==> run_1/m1.png <==
Bar = 20 um. Supply wires on this layer in grey.
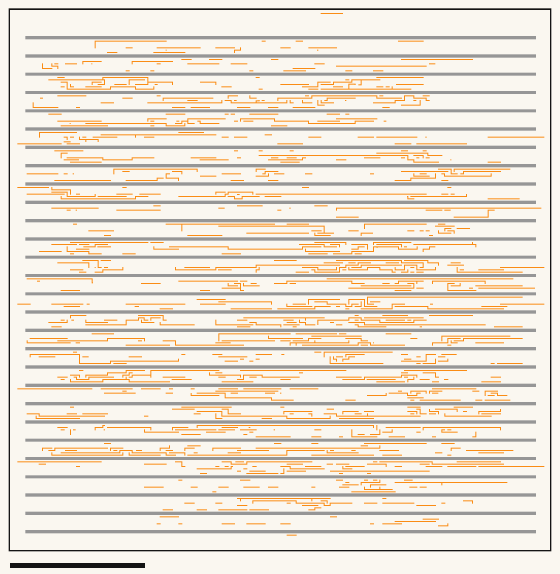
==> run_1/m2.png <==
Bar = 20 um.
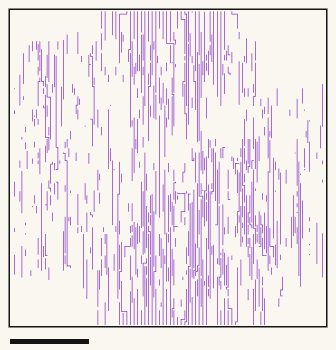
==> run_1/m3.png <==
Cells faint in the background.
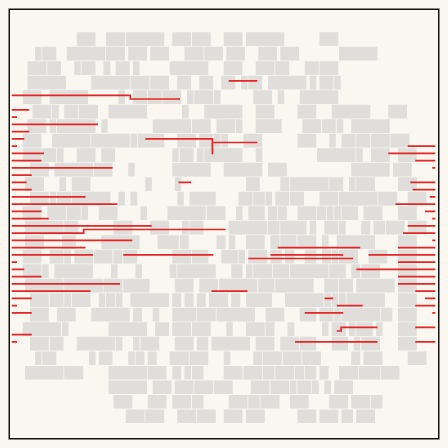
==> run_1/congestion_map.png <==
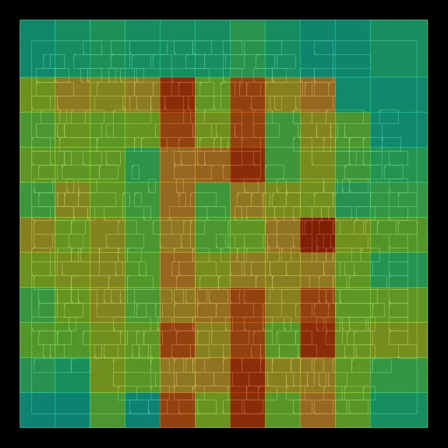
`src/rtl/fetch_stage_pkg.sv`:
```
// Shared widths, bubble encoding and IF/ID record for the fetch stage.
// Pure declarations; no logic, no latency, no flow control.
// Imported by the fetch stage, its next-PC mux and the interface.
package fetch_stage_pkg;

    localparam int PC_W    = 10;
    localparam int INSTR_W = 32;
    localparam int DATA_W  = 32;

    typedef logic [PC_W-1:0]    pc_t;
    typedef logic [INSTR_W-1:0] instr_t;
    typedef logic [DATA_W-1:0]  data_t;

    localparam instr_t NOP_INSTR = 32'h0000_0000;

    // IF/ID pipeline record; vld low marks a bubble.
    typedef struct packed {
        instr_t instruction;
        pc_t    pc_plus1;
        logic   vld;
    } ifid_t;

    localparam ifid_t IFID_BUBBLE = '{instruction: NOP_INSTR, pc_plus1: '0, vld: 1'b0};

    // Word-addressed increment; wraps at 2^PC_W without a carry flag.
    function automatic pc_t pc_inc(input pc_t pc);
        return pc + pc_t'(1);
    endfunction

endpackage

```
`src/rtl/fetch_stage_if.sv`:
```
// Fetch-stage boundary: hazard stall, decode redirect inputs, imem port and IF/ID outputs.
// Wires only; zero latency; stall is the sole hold mechanism (no valid/ready).
// master drives decode/imem side, slave is the fetch stage itself.
interface fetch_stage_if;
    import fetch_stage_pkg::*;

    logic   stall;
    logic   PCSrc;
    pc_t    adderResult;
    logic   jump;
    logic   jal;
    pc_t    jaddress;
    logic   jr;
    data_t  readData1;
    instr_t imem_rdata;
    pc_t    imem_addr;
    instr_t instruction;
    pc_t    PCPlus1;
    logic   if_valid;
    logic   redirect;

    modport master (
        output stall, PCSrc, adderResult, jump, jal, jaddress, jr, readData1, imem_rdata,
        input  imem_addr, instruction, PCPlus1, if_valid, redirect
    );

    modport slave (
        input  stall, PCSrc, adderResult, jump, jal, jaddress, jr, readData1, imem_rdata,
        output imem_addr, instruction, PCPlus1, if_valid, redirect
    );

endinterface

```
`src/rtl/fetch_stage_next_pc_mux.sv`:
```
// Priority select of the next PC: jr, then branch, then j/jal, else sequential.
// Purely combinational; redirect is suppressed while stalled since decode operands are stale.
// No backpressure of its own; the caller applies stall to the registers.
module fetch_stage_next_pc_mux
    import fetch_stage_pkg::*;
(
    input  logic stall,
    input  logic jr,
    input  logic PCSrc,
    input  logic jump,
    input  logic jal,
    input  pc_t  jr_target,
    input  pc_t  adderResult,
    input  pc_t  jaddress,
    input  pc_t  pc_plus1,
    output pc_t  target,
    output logic redirect
);

    always_comb begin
        target = pc_plus1;
        if (jr) begin
            target = jr_target;
        end else if (PCSrc) begin
            target = adderResult;
        end else if (jump || jal) begin
            target = jaddress;
        end
    end

    assign redirect = (jr | PCSrc | jump | jal) & ~stall;

endmodule

```
`src/rtl/fetch_stage.sv`:
```
// Instruction fetch plus IF/ID register; imem_addr is the PC, imem read is combinational.
// Latency PC -> IF/ID is one cycle; a taken redirect costs exactly one bubble.
// stall holds PC and IF/ID and masks redirects; rst overrides everything.
module fetch_stage
    import fetch_stage_pkg::*;
(
    input  logic clk,
    input  logic rst,
    fetch_stage_if.slave fe
);

    pc_t   pc;
    pc_t   pc_plus1;
    pc_t   target;
    logic  redirect;
    ifid_t ifid;

    assign pc_plus1 = pc_inc(pc);

    // Only the low PC_W bits of the register operand form a jr target.
    logic unused_rd1_hi;
    assign unused_rd1_hi = ^fe.readData1[DATA_W-1:PC_W];

    fetch_stage_next_pc_mux u_next_pc_mux (
        .stall       (fe.stall),
        .jr          (fe.jr),
        .PCSrc       (fe.PCSrc),
        .jump        (fe.jump),
        .jal         (fe.jal),
        .jr_target   (fe.readData1[PC_W-1:0]),
        .adderResult (fe.adderResult),
        .jaddress    (fe.jaddress),
        .pc_plus1    (pc_plus1),
        .target      (target),
        .redirect    (redirect)
    );

    always_ff @(posedge clk) begin
        if (rst) begin
            pc   <= '0;
            ifid <= IFID_BUBBLE;
        end else if (!fe.stall) begin
            pc <= target;
            // The sequentially fetched word is wrong-path whenever we redirect.
            if (redirect) begin
                ifid <= IFID_BUBBLE;
            end else begin
                ifid <= '{instruction: fe.imem_rdata, pc_plus1: pc_plus1, vld: 1'b1};
            end
        end
    end

    assign fe.imem_addr   = pc;
    assign fe.instruction = ifid.instruction;
    assign fe.PCPlus1     = ifid.pc_plus1;
    assign fe.if_valid    = ifid.vld;
    assign fe.redirect    = redirect;

endmodule

```
`src/flat_wrapper.sv`:
```
// flat-port wrapper written by rule: the top's interface ports become plain ports
module fetch_stage_flat import fetch_stage_pkg::*;
  (clk, rst, fe_stall, fe_PCSrc, fe_adderResult, fe_jump, fe_jal, fe_jaddress, fe_jr, fe_readData1, fe_imem_rdata, fe_imem_addr, fe_instruction, fe_PCPlus1, fe_if_valid, fe_redirect);
  fetch_stage_if fe_i ();
  input  logic clk;
  input  logic rst;
  input wire logic [$bits(fe_i.stall)-1:0] fe_stall;
  input wire logic [$bits(fe_i.PCSrc)-1:0] fe_PCSrc;
  input wire logic [$bits(fe_i.adderResult)-1:0] fe_adderResult;
  input wire logic [$bits(fe_i.jump)-1:0] fe_jump;
  input wire logic [$bits(fe_i.jal)-1:0] fe_jal;
  input wire logic [$bits(fe_i.jaddress)-1:0] fe_jaddress;
  input wire logic [$bits(fe_i.jr)-1:0] fe_jr;
  input wire logic [$bits(fe_i.readData1)-1:0] fe_readData1;
  input wire logic [$bits(fe_i.imem_rdata)-1:0] fe_imem_rdata;
  output wire logic [$bits(fe_i.imem_addr)-1:0] fe_imem_addr;
  output wire logic [$bits(fe_i.instruction)-1:0] fe_instruction;
  output wire logic [$bits(fe_i.PCPlus1)-1:0] fe_PCPlus1;
  output wire logic [$bits(fe_i.if_valid)-1:0] fe_if_valid;
  output wire logic [$bits(fe_i.redirect)-1:0] fe_redirect;
  assign fe_i.stall = fe_stall;
  assign fe_i.PCSrc = fe_PCSrc;
  assign fe_i.adderResult = fe_adderResult;
  assign fe_i.jump = fe_jump;
  assign fe_i.jal = fe_jal;
  assign fe_i.jaddress = fe_jaddress;
  assign fe_i.jr = fe_jr;
  assign fe_i.readData1 = fe_readData1;
  assign fe_i.imem_rdata = fe_imem_rdata;
  assign fe_imem_addr = fe_i.imem_addr;
  assign fe_instruction = fe_i.instruction;
  assign fe_PCPlus1 = fe_i.PCPlus1;
  assign fe_if_valid = fe_i.if_valid;
  assign fe_redirect = fe_i.redirect;
  fetch_stage u_core (.clk(clk), .rst(rst), .fe(fe_i));
endmodule
```
`config.mk`:
```
export PLATFORM = sky130hd
export DESIGN_NAME = fetch_stage_flat
export DESIGN_NICKNAME = d
export VERILOG_FILES = /design/src/rtl/fetch_stage_pkg.sv /design/src/rtl/fetch_stage_if.sv /design/src/rtl/fetch_stage_next_pc_mux.sv /design/src/rtl/fetch_stage.sv /design/src/flat_wrapper.sv
export SDC_FILE = /design/constraint.sdc
export NUM_CORES = 1
export LEC_CHECK = 0
export CORE_MARGIN = 2
export CORE_UTILIZATION = 39
export CTS_CLUSTER_SIZE = 10
export DETAILED_ROUTE_END_ITERATION = 8
export GPL_TIMING_DRIVEN = 0
export HOLD_SLACK_MARGIN = 0.06
export PLACE_DENSITY = 0.86
export SLEW_MARGIN = 20
export SYNTH_ARGS = -nofsm -noshare
export SYNTH_HDL_FRONTEND = slang
export SYNTH_HIERARCHICAL = 1
export SYNTH_SLANG_ARGS = --single-unit
```
`constraint.sdc`:
```
create_clock -name clk -period 4.9 [get_ports clk]
set_input_delay 0.735 -clock clk [delete_from_list [all_inputs] [get_ports clk]]
set_output_delay 0.735 -clock clk [all_outputs]
set_load 0.005 [all_outputs]
```
==> notes.md, run 1 <==
Implementation run completed; key figures follow.

Floorplan:
- The run puts the placeable core area at about 5600 um2.
- The run puts the count of inserted tapcells at 72.
- The run gives the die boundary height as 80.3 um.
- The run puts the count of boundary I/O pins at 145.
- The die is 80.3 um wide.
- The run gives the floorplan utilization as 40.7%.
- In this run the core area contains 27 standard-cell rows.

Setup path:
- The cell sequence reported for the critical path is clkdlybuf4s50_1, nor2_1, buf_2, a21oi_1, clkdlybuf4s50_1.
- In this design, the critical path's most frequently occurring cell is clkdlybuf4s50_1.
- The run gives the sort of element at the start of the critical path as an input port.
- The run gives the cell type group with the largest total delay on the critical path as buffers and inverters.
- The run gives the maximum net fanout on the critical path as 10.
- The run gives the endpoint type of the worst setup path as an output pin.
- In the setup report, the worst path falls into the class in2out.
- The run puts the signal arrival time at the worst endpoint at 2770 ps.
- For reference, the critical path is launched at fe_jr.
- The run gives the depth of the most critical reg-to-reg path as 8.
- The run gives the critical path data required time as 4160 ps.
- The run puts the cell depth of the worst setup path at 5.
- For the worst reg-to-reg path, the startpoint reported by OpenROAD is u_core/fe.imem_addr[0]$_SDFFE_PP0N_.
- The run gives the combined buffer and inverter count along the critical path as 3.
- For reference, the critical path is captured by fe_redirect.

Route:
- In the detailed route, the total length drawn on met3 is 565 um.
- The run puts the routed wire length on met2 at 3370 um.
- The run puts the number of DRC violations after detailed-routing iteration 0 at about 80.
- The highest metal layer carrying signal wires in the routed design is met4.
- The run gives the mean number of vias per cell as 5.15.
- The run puts the count of antenna-violating nets left after detailed routing at 0.
- In the per-layer breakdown of the detailed-route log, met1 shows 2840 um.
- The run puts the DRC violation count after routing at 0.
- The run puts the total iterations of the first detailed-routing run at 4.

Finish:
- The run puts the count of multi-input combinational gates at 177.
- The run gives the growth of design area from synthesis to finish as 61.6%.
- For this run, the post-layout net count is 474.
- The run gives the sequential portion of the cell area as 28.9%.
- The run puts the non-clock inverter instance count of the final layout at 4.
- The run gives the filler-free cell count of the finished design as around 450.
- The run gives the largest cell class by area as buffers.
- Once layout is done, the placed cells without fillers occupy between 3000 and 4000 um2.
- The run gives the clock buffer instance count of the final layout as 7.
- The run puts the fill cell instance count of the final layout at 474.
- Multi-input logic gates represent a cell area share of 30.1%.
- The layout summary lists the proportion of cells stronger than drive strength 1 as 3.14%.
- The run gives the clock-cell share of area as 2.35%.
- The run puts the number of sequential storage elements at roughly 53.
- The run gives the antenna diode instance count as 0.

STA:
- The run puts the smallest setup slack after layout at roughly 1400 ps.
- The run gives the number of hold violations in the final report as 0.
- The run puts the maximum frequency from static timing analysis at 286 MHz.
- The run gives the final hold slack as 492 ps.
- The run puts the final-report max-slew violation count at 0.
- In this run the tightest slew margin relative to its limit is between 50% and 60%.
- The worst path needs 3500 ps of the cycle, external delays included.
- The final layout reports a setup TNS of 0 ps.
- The run puts the final worst-path cycle share at 71.4%.

Synth:
- The run gives the adder and majority cell fraction of the synthesized area as 0.552%.
- The run gives the post-synthesis register bit count as around 53.
- The run gives the proportion of synthesized area in mux cells as 8.83%.
- Sorting the synthesis cell report by count puts at the top dfxtp_1.
- For this run, asynchronously set or reset flops after synthesis account for 0%.
- The synthesis run shows the most used standard cells to be 53 x dfxtp_1, 52 x nor2_1, 33 x a22oi_1.
- The run gives the simple-gate share of the synthesized area as 16.4%.
- Counting every net in the synthesized netlist gives ~350.
- Counting the warning lines in the Yosys log gives 6.
- The run puts the number of enable flip-flop cells at 0.
- The run gives the parity-gate share of the synthesized area counting xor and xnor cells as 3.09%.
- The largest total area in the synthesized netlist belongs to dfxtp_1.
- The run gives the dominant synthesized flop cell as dfxtp_1.
- After synthesis, the design contains 253 cells according to Yosys.
- Grouping non-sequential cells by family puts the most area in AND-OR/OR-AND gates.
- Summing the sequential cell areas from Yosys gives a little under half of the chip area.
- The run gives the AND-OR/OR-AND share of the synthesized area as 19.7%.
- The run puts the yosys-reported design area after synthesis at 2270 um2.
- Yosys attributes the largest share of cell area to dfxtp_1 47%, a22oi_1 11%, mux2i_1 8.8%.
- Synthesis handed over a netlist of ~250 instances.
- The top cell type by area accounts for 46.8% of the synthesized area.
- The run gives the cell area after synthesis as ~2300 um2.

Hold path:
- The run gives the worst min-delay path category as reg2reg.
- The run puts the hold-critical path depth at 1.
- The run gives the worst-case hold path end point as u_core/fe.PCPlus1[7]$_SDFFE_PP0N_.

Clock tree:
- The run gives the CTS tree as yes.
- The run gives the root buffer selected by CTS as clkbuf_8.
- The run gives the clock latency on the worst-skew pair as 300 ps.
- The run gives the TritonCTS buffer count as 5.
- CTS built an H-tree with a depth of 2.
- The run puts the clock slew seen by the registers of the worst setup and hold paths at 90 ps.
- The run gives the number of buffers between clock root and the deepest sink as 2.
- The clock net in this run drives a total of 53 sinks.
- The run puts the number of gates given a new drive strength after cts at 0.
- The run gives the buffers inserted during post-CTS setup optimization as 0.
- The run gives the number of hold-repair buffers added at the cts stage as 0.

Status:
- The run finished with clean final reports.

Placed design:
- Once detailed placement completed, the half-perimeter wirelength came to 5130 um.
- The run gives the instance area after placement as 3580 um2.
- The run gives the number of instances in the placed design as 447.
- The run gives the number of I/O port buffers as about 120.
- Per the post-place timing report, worst setup slack is 1380 ps.
- The placement summary gives the final routability congestion estimate as 0.883.

Power and ir drop:
- Power spread over the standard cell area amounts to 248 nW/um2.
- The run gives the leakage power as 1.37 nW.
- The run gives the overall power as 0.907 mW.

Global route:
- The run puts the number of antenna violations at the first check in global routing at 0.
- The run puts the wire length of the first global-routing pass at 10,800 um.
- The total overflow left after global routing is 0.

Run:
- The run reported a max-capacitance violation count of 0.
-- m1.png (at the start) --
- share of all routed wire: 42%
- longest straight run: 30.4 um
- main direction: horizontal
aggregate routed wire length: 6790 um
grt met1 use: 25.2%
total number of vias: 2,337

-- m2.png (at the start) --
- share of all routed wire: 50%
- wire length on this layer: 3,370 um
- nets with wire on the layer: 385
- longest straight run: 33.1 um
met2 track demand over resource: 36.9%

-- m3.png (at the start) --
- main direction: horizontal
- wire length on this layer: 565 um
- longest straight run: 26.4 um

-- congestion_map.png (at the start) --
highest-utilization routing layer at the global route stage: met2
final core utilization: 65.8%
drt wl/cell: 15.0 um
global-route track usage on met3: 7.08%

==> run 1: cell usage in the layout, fill, tap and decap left out, drive strengths merged, types with 2 or more instances in the layout <==
cell           instances
nor2                  53
a22oi                 33
a22o                   2
nand2                  8
inv                    3
o22ai                  9
clkdlybuf4s50        122
mux2i                 20
xnor2                  3
buf                    6
xor2                   5
nand3                  4
nor3b                  3
o211ai                 3
nand4                  2
a21oi                 14
nor3                   4
or4                    5
clkbuf                20
dfxtp                 53
==> run 1: report_power, final <==
part	internal (mW)	total (mW)	switching (mW)
clock network	0.112	0.247	0.134
registers	0.451	0.468	0.0170
logic	0.118	0.192	0.0742
==> run 1: flip-flops by register name, summed over array words and instances, names as in the netlist <==
register and cells:
u_core/fe.instruction 32, u_core/fe.if_valid 1, u_core/fe.imem_addr 10, u_core/fe.PCPlus1 10
==> run_1/clock_wires.png <==
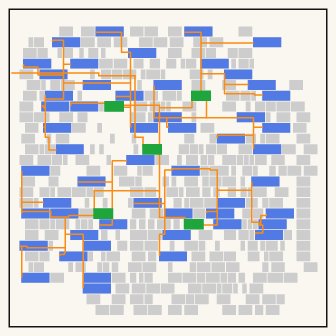

==> run 2, diff against run 1 <==
- CORE_UTILIZATION: 39 -> 36
- PLACE_DENSITY: 0.86 -> 0.81
- clock period: 4.9 -> 3.65 ns (I/O delays scaled with it)
==> run_2/clock_wires.png <==
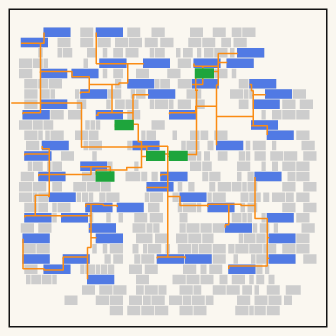
- orange: clock wires (length 599 um)
- blue: flip-flops (count 53)
- green: clock-net drivers (count 5)
- routed clock nets: 6

==> notes.md, run 2 <==
Implementation run completed; key figures follow.

STA:
- The run puts the relative slew slack at 51.8% (+0.16 points).
- The run puts the clock tree skew after final layout at 9.95 ps.
- The run puts the transition time at the pin with the least slew margin at 717 ps.
- The final report lists the setup-violating endpoint count as 0.
- The final-report max-slew violation count came to 0 (unchanged).
- The final hold slack was 485 ps (-7.13 ps).
- The final critical path takes up 86.2% of the cycle.
- The final total negative setup slack was 0 ps (unchanged).
- Setup repair after global routing left no endpoint under its margin.
- The flow reports an fmax of around 320 MHz.
- The run gives the smallest setup slack after layout as 502 ps (-897 ps).
- The run gives the number of hold violations in the final report as 0 (unchanged).
- Subtracting the final worst setup slack from the clock period gives 3150 ps.

Clock tree:
- The number of gates given a new drive strength after cts is 0 (unchanged).
- The run gives the number of hold-repair buffers added at the cts stage as 0 (unchanged).
- The run puts the level count of the clock H-tree at 2 (unchanged).
- The run gives the CTS tree as yes.
- The run puts the count of clock tree sinks at 53 (unchanged).
- The run gives the root buffer selected by CTS as clkbuf_8.
- The run puts the number of buffers between clock root and the deepest sink at 2 (unchanged).
- The run puts the TritonCTS buffer count at 5 (unchanged).
- The run gives the buffers inserted during post-CTS setup optimization as 0 (unchanged).
- The run puts the clock latency on the worst-skew pair at 300 ps (about the same).
- The run puts the clock slew seen by the registers of the worst setup and hold paths at 100 ps (about the same).

Placed design:
- The run puts the final weighted congestion in routability-driven placement at 0.805 (-8.8%).
- The instance area after placement came to 3580 um2 (+0.11%).
- The run puts the number of I/O port buffers at 122 (unchanged).
- The run puts the placement-stage worst setup slack at 501 ps (-880 ps).
- The run puts the number of instances in the placed design at 450 (+0.67%).
- The run puts the half-perimeter wire length after placement at 5050 um (-1.6%).

Finish:
- Per the cell usage report, the commonest logic cell in the layout is clkdlybuf4s50_1.
- The run puts the filler-free cell count of the finished design at 458 (+0.88%).
- The run gives the area taken by flip-flops and latches as 1060 um2.
- The run puts the share of the core filled with cells at 61.3% (-4.5 points).
- The flow measured a signed area growth from synthesis to layout of 61.8%.
- The run gives the total number of nets in the final design as 474 (unchanged).
- The run gives the total non-filler cell area in the finished layout as 3670 um2 (+0.10%).
- The antenna diode instance count came to 0 (unchanged).
- The ratio of cells with drive above 1 in the final layout was 3.66% (+0.51 points).
- By instance count after routing, the leading logic cell types are 122 x clkdlybuf4s50_1, 53 x dfxtp_1, 52 x nor2_1.
- The run puts the fill cell instance count of the final layout at 538 (+14%).
- The run gives the flip-flop count of the largest register, all copies and words added as 32 (unchanged).

Setup path:
- The run gives the maximum net fanout on the critical path as 10 (unchanged).
- The run gives the critical setup path kind as in2out.
- The depth of the most critical reg-to-reg path came to 8 (unchanged).
- The run puts the cell depth of the worst setup path at 5 (unchanged).
- The cell that appears most often on the critical path is clkdlybuf4s50_1.
- The run puts the critical path data required time at 3100 ps (-1060 ps).
- The cell sequence reported for the critical path is clkdlybuf4s50_1, nor2_1, buf_2, a21oi_1, clkdlybuf4s50_1.
- The run gives the slowest library cell on the worst path as clkdlybuf4s50_1.
- The run puts the signal arrival time at the worst endpoint at 2600 ps (-170 ps).
- The run gives the endpoint type of the worst setup path as an output pin.
- The run gives the start point of the critical path as fe_jr.
- STA classifies the critical path startpoint as an input port.
- The run gives the combined buffer and inverter count along the critical path as 3 (unchanged).
- The run gives the capture point of the critical path as fe_redirect.
- For the worst reg-to-reg path, the startpoint reported by OpenROAD is u_core/fe.imem_addr[0]$_SDFFE_PP0N_.
- The timing report attributes the biggest portion of critical-path delay to buffers and inverters.

Synth:
- The top-area cell type share of the netlist area was 46.8% (unchanged).
- The run puts the AND-OR/OR-AND share of the synthesized area at 19.7% (unchanged).
- The synthesized design spends more area on one cell type than any other, namely dfxtp_1.
- The number of enable flip-flop cells was 0 (unchanged).
- The commonest cells after synthesis are 53 x dfxtp_1, 52 x nor2_1, 33 x a22oi_1.
- The run puts the yosys-reported design area after synthesis at 2270 um2 (unchanged).
- The simple-gate share of the synthesized area was 16.4% (unchanged).
- The most used flip-flop cell after synthesis is dfxtp_1.
- The run puts the cell area after synthesis at 2270 um2 (unchanged).
- The run puts the number of nets at floorplan at 345 (unchanged).
- The main area contributors are dfxtp_1 47%, a22oi_1 11%, mux2i_1 8.8%.
- The run puts the average size of a mapped cell at 8.97 um2.
- The parity-gate share of the synthesized area counting xor and xnor cells came to 3.09% (unchanged).
- The run puts the adder and majority cell fraction of the synthesized area at 0.552% (unchanged).
- The run puts the sequential cell area fraction in the yosys report at 46.8% (unchanged).
- The count of warnings emitted by yosys came to 6 (unchanged).
- The run gives the most instantiated library cell after synthesis as dfxtp_1.
- The run gives the async set-reset flop share out of synthesis as 0% (unchanged).
- The run gives the gate count of the mapped netlist as 253 (unchanged).
- The run gives the number of cell instances after yosys synthesis as 253 (unchanged).
- The run gives the proportion of synthesized area in mux cells as 8.83% (unchanged).
- The run puts the post-synthesis register bit count at 53 (unchanged).
- Yosys shows that the main logic family after synthesis is AND-OR/OR-AND gates.

Route:
- Routed signal wires occupy layers up through met4.
- The routed wire length on met2 came to 3180 um (-5.7%).
- The run gives the routed length on met1 as 2870 um (+1.1%).
- The count of antenna-violating nets left after detailed routing came to 0 (unchanged).
- The run gives the average wire per cell in the routed design as 14.4 um (-3.6%).
- The run puts the via count at 2,331 (-0.26%).
- The total iterations of the first detailed-routing run came to 4 (unchanged).
- The run gives the DRC violation count after routing as 0 (unchanged).
- The number of DRC violations after detailed-routing iteration 0 came to 79 (-1.3%).
- The run gives the met3 wire length as 494 um (-13%).
- The run gives the mean number of vias per cell as 5.09 (-1.1%).

Floorplan:
- The horizontal die dimension was 83.4 um (+3.9%).
- The count of boundary I/O pins is 145 (unchanged).
- The die boundary height came to 83.4 um (+3.9%).
- The run gives the placeable core area as 5990 um2 (+7.5%).
- The run puts the row count at 28 (+3.7%).
- The floorplan utilization came to 37.9% (-2.8 points).

Power and ir drop:
- The run puts the leakage power at 1.37 nW (about the same).
- The power per standard cell area came to 330 nW/um2 (+33%).
- The run puts the worst voltage drop across the vdd grid at 0.201 mV.
- The overall power came to 1.21 mW (+33%).

Hold path:
- The run gives the hold-critical path depth as 2 (+1).
- The run gives the worst-case hold path end point as u_core/fe.PCPlus1[8]$_SDFFE_PP0N_.
- The run gives the worst min-delay path category as reg2reg.
- The run gives the startpoint of the tightest hold check path as u_core/fe.PCPlus1[8]$_SDFFE_PP0N_.

Global route:
- The run gives the wire length of the first global-routing pass as 10,600 um (-1.2%).
- The met3 global-route usage came to 5.67% (-1.4 points).
- For this run, the total global-route usage over all layers was measured as a little under a fifth.
- The run gives the total grt overflow as 0 (unchanged).
- The routing usage on met1 was 22.5% (-2.7 points).
- Per the GRT log, the top usage layer is met2.
- The run gives the number of antenna violations at the first check in global routing as 0 (unchanged).
- The run gives the pin count of the biggest net entering global routing as 17.

Run:
- The run gives the max-cap check violation count as 0 (unchanged).

Status:
- The run finished with clean final reports.
==> run_2/m2.png <==
Bar = 20 um.
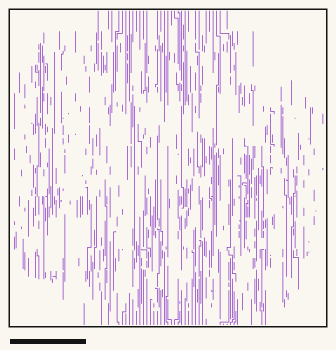
- main direction: vertical
- nets with wire on the layer: 390
aggregate routed wire length: 6600 um
met2 track demand over resource: 31.8%

run 2: cell counts after synthesis:
Identical to the previous run, type by type.
run 2: power by group:
part	switching, mW	leakage (nW)	internal, mW	total [mW]
sequential	0.0219	0.434	0.606	0.628
combinational	0.0988	0.891	0.159	0.258
clock	0.192	0.0439	0.133	0.325
total	0.313	1.37	0.898	1.21
run 2: cells by family after synthesis:
| kind of cell | Yosys count |
|---|---|
| fa+ha+maj | 1 |
| xor+xnor | 8 |
| compound gates | 65 |
| mux | 20 |
| simple gates | 83 |
| flops | 53 |
| buf+inv | 23 |
run 2: cell type report:
type / count / area share, %
sequential: 53 / 28.9
multi-input combinational: 177 / 30.0
inverter: 4 / 0.409
clock buffer: 5 / 1.88
tap: 75 / 2.56
buffer: 19 / 2.45
clock inverter: 3 / 0.477
timing repair buffer: 122 / 33.3
==> run 3, diff against run 2 <==
- ABC_CLOCK_PERIOD_IN_PS: not set -> 3650
==> run_3/m3.png <==
Cells faint in the background.
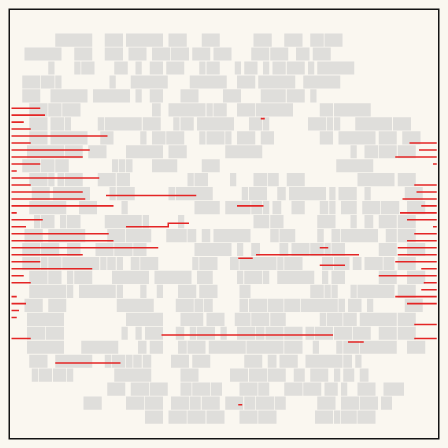
- main direction: horizontal
- share of all routed wire: 7.5%
- wire length on this layer: 494 um
- longest straight run: 33.1 um

==> notes.md, run 3 <==
Implementation run completed; key figures follow.

Synth:
- The simple-gate share of the synthesized area came to 16.4% (unchanged).
- The run puts the average size of a mapped cell at 8.97 um2 (unchanged).
- The run gives the cell area after synthesis as 2270 um2 (unchanged).
- The run puts the count of warnings emitted by yosys at 6 (unchanged).
- The number of cell instances after yosys synthesis is 253 (unchanged).
- In the synthesized netlist the dominant register cell turns out to be dfxtp_1.
- The run gives the sequential cell area fraction in the yosys report as 46.8% (unchanged).
- The run puts the proportion of synthesized area in mux cells at 8.83% (unchanged).
- Yosys shows that the main logic family after synthesis is AND-OR/OR-AND gates.
- The adder and majority cell fraction of the synthesized area was 0.552% (unchanged).
- The run gives the post-synthesis register bit count as 53 (unchanged).
- The async set-reset flop share out of synthesis was 0% (unchanged).
- The run gives the top-area cell type share of the netlist area as 46.8% (unchanged).
- The synthesis stats list as the most numerous cell dfxtp_1.
- The run puts the number of enable flip-flop cells at 0 (unchanged).
- Yosys attributes the largest share of cell area to dfxtp_1 47%, a22oi_1 11%, mux2i_1 8.8%.
- The run gives the largest area contributor in the netlist as dfxtp_1.
- By count the netlist is led by 53 x dfxtp_1, 52 x nor2_1, 33 x a22oi_1.
- The number of nets at floorplan came to 345 (unchanged).

Clock tree:
- The run puts the clock slew seen by the registers of the worst setup and hold paths at 100 ps (about the same).
- The number of buffers between clock root and the deepest sink was 2 (unchanged).
- The run gives the clock latency on the worst-skew pair as 300 ps (about the same).
- The TritonCTS buffer count came to 5 (unchanged).
- The run gives the root buffer selected by CTS as clkbuf_8.
- TritonCTS built the clock tree.
- The run puts the number of gates given a new drive strength after cts at 0 (unchanged).
- The run puts the level count of the clock H-tree at 2 (unchanged).
- The buffers inserted during post-CTS setup optimization is 0 (unchanged).

Power and ir drop:
- The run gives the switching fraction of total power as 25.8% (unchanged).
- The power drawn by the sequential cells came to 0.628 mW (about the same).
- The switching power of the nets came to 0.313 mW (unchanged).
- The run gives the sequential share of power as 51.9% (about the same).
- The run gives the share of total power in combinational logic as 21.3% (about the same).
- The run puts the overall power at 1.21 mW (unchanged).
- The run gives the biggest power consumer among the groups as registers.
- The cell-internal power came to 0.898 mW (unchanged).
- The run puts the power per standard cell area at 330 nW/um2 (unchanged).
- The run gives the worst voltage drop across the vdd grid as 0.201 mV (unchanged).
- The combinational gate power is 0.258 mW (about the same).
- The leakage power is 1.37 nW (unchanged).
- The run gives the clock share of power as 26.9% (about the same).

Route:
- The run gives the DRC violation count after routing as 0 (unchanged).
- The run puts the total iterations of the first detailed-routing run at 4 (unchanged).
- The run gives the mean number of vias per cell as 5.09 (unchanged).
- The routed length on met1 is 2870 um (unchanged).
- The run puts the count of antenna-violating nets left after detailed routing at 0 (unchanged).
- The run puts the average wire per cell in the routed design at 14.4 um (unchanged).
- The run gives the overall routed net length as 6600 um (unchanged).
- The run gives the via count as 2,331 (unchanged).
- Routed signal wires occupy layers up through met4.
- The routed wire length on met2 was 3180 um (unchanged).

Floorplan:
- The die boundary height was 83.4 um (unchanged).
- The placeable core area came to 5990 um2 (unchanged).
- The run gives the count of boundary I/O pins as 145 (unchanged).
- The floorplan utilization is 37.9% (unchanged).
- The horizontal die dimension came to 83.4 um (unchanged).
- The row count was 28 (unchanged).

Finish:
- The run gives the flip-flop count of the largest register, all copies and words added as 32 (unchanged).
- The run puts the total number of nets in the final design at 474 (unchanged).
- The ratio of cells with drive above 1 in the final layout came to 3.66% (unchanged).
- The run gives the growth of design area from synthesis to finish as 61.8% (unchanged).
- In the layout the commonest cells are 122 x clkdlybuf4s50_1, 53 x dfxtp_1, 52 x nor2_1.
- The filler-free cell count of the finished design is 458 (unchanged).
- The run puts the antenna diode instance count at 0 (unchanged).
- The fill cell instance count of the final layout came to 538 (unchanged).
- The run puts the total non-filler cell area in the finished layout at 3670 um2 (unchanged).
- The run gives the commonest non-fill, non-tap cell in the layout as clkdlybuf4s50_1.

Setup path:
- Among cell families on the critical path, the largest total delay comes from buffers and inverters.
- The run gives the cell depth of the worst setup path as 5 (unchanged).
- The timing report shows the most common cell along the critical path to be clkdlybuf4s50_1.
- The run gives the capture point of the critical path as fe_redirect.
- The run gives the sort of element at the start of the critical path as an input port.
- The run puts the signal arrival time at the worst endpoint at 2600 ps (about the same).
- The largest individual stage delay along the critical path comes from the cell clkdlybuf4s50_1.
- STA classifies the critical path endpoint as an output pin.
- The critical path in this run is classified as in2out.
- The run gives the combined buffer and inverter count along the critical path as 3 (unchanged).
- The run puts the depth of the most critical reg-to-reg path at 8 (unchanged).
- The run gives the start point of the critical path as fe_jr.
- The run puts the critical path data required time at 3100 ps (about the same).
- The run puts the maximum net fanout on the critical path at 10 (unchanged).
- In this run the critical path is formed by clkdlybuf4s50_1, nor2_1, buf_2, a21oi_1, clkdlybuf4s50_1.
- STA lists the startpoint of the worst register-to-register path as u_core/fe.imem_addr[0]$_SDFFE_PP0N_.

Global route:
- The routing usage on met1 was 22.5% (unchanged).
- The run gives the total grt overflow as 0 (unchanged).
- The run gives the number of antenna violations at the first check in global routing as 0 (unchanged).
- The run gives the overall track demand over capacity in global routing as 18.4% (unchanged).
- The run puts the wire length of the first global-routing pass at 10,600 um (unchanged).
- The run puts the met2 routing resource usage after global routing at 31.8% (unchanged).
- The run gives the pin count of the biggest net entering global routing as 17 (unchanged).
- The run puts the met3 global-route usage at 5.67% (unchanged).

STA:
- The transition time at the pin with the least slew margin was 717 ps (unchanged).
- The run gives the final hold slack as 485 ps (unchanged).
- The run puts the final worst-path cycle share at 86.2% (unchanged).
- The run gives the number of hold violations in the final report as 0 (unchanged).
- The run puts the smallest setup slack after layout at 502 ps (unchanged).
- The run puts the final-report max-slew violation count at 0 (unchanged).
- Setup repair after global routing left no endpoint under its margin.
- The final-report setup violation count was 0 (unchanged).
- The maximum frequency from static timing analysis came to 318 MHz (unchanged).
- The run puts the relative slew slack at 51.8% (unchanged).
- The final total negative setup slack was 0 ps (unchanged).

Hold path:
- In this run the most critical hold path is launched from u_core/fe.PCPlus1[8]$_SDFFE_PP0N_.
- The run gives the hold-critical path depth as 2 (unchanged).
- The run gives the worst min-delay path category as reg2reg.
- For hold timing, the worst endpoint is u_core/fe.PCPlus1[8]$_SDFFE_PP0N_.

Placed design:
- The run gives the instance area after placement as 3580 um2 (unchanged).
- The run puts the half-perimeter wire length after placement at 5050 um (unchanged).
- The run puts the final weighted congestion in routability-driven placement at 0.805 (unchanged).
- The run gives the number of instances in the placed design as 450 (unchanged).
- The run gives the placement-stage worst setup slack as 501 ps (unchanged).

Status:
- The run finished with clean final reports.

Run:
- The run puts the max-cap check violation count at 0 (unchanged).
==> run_3/clock_wires.png <==
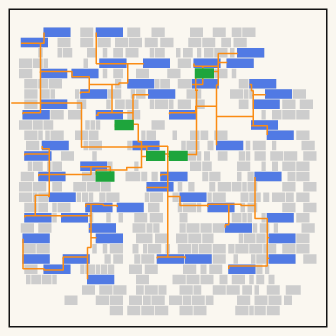
- green: clock-net drivers (count 5)
- orange: clock wires (length 599 um)
- blue: flip-flops (count 53)
- routed clock nets: 6
- flops lie: spread over the die
worst-case clock skew: 9.95 ps
clock network power: 0.325 mW

-- run 3: cell counts after synthesis --
Identical to the previous run, type by type.
-- run 3: kinds of logic (layout without fill, tap and decap cells) --
family,count (synthesis),after routing
AND-OR/OR-AND,65,65
XOR/XNOR,8,8
adder cells (fa/ha/maj),1,1
buffers and inverters,23,153
flip-flops,53,53
multiplexers,20,20
AND/OR/NAND/NOR,83,83
-- run 3: final cells by class --
type	instances	area [um2]	share of cell area (%)
multi-input cells	177	1100	30.0
flip-flops and latches	53	1060	28.9
repair buffers	122	1220	33.3
clock buffers	5	68.8	1.88
inverters	4	15.0	0.409
well taps	75	93.8	2.56
clock inverters	3	17.5	0.477
plain buffers	19	90.1	2.45
Power is estimated from default activity; no workload was simulated.
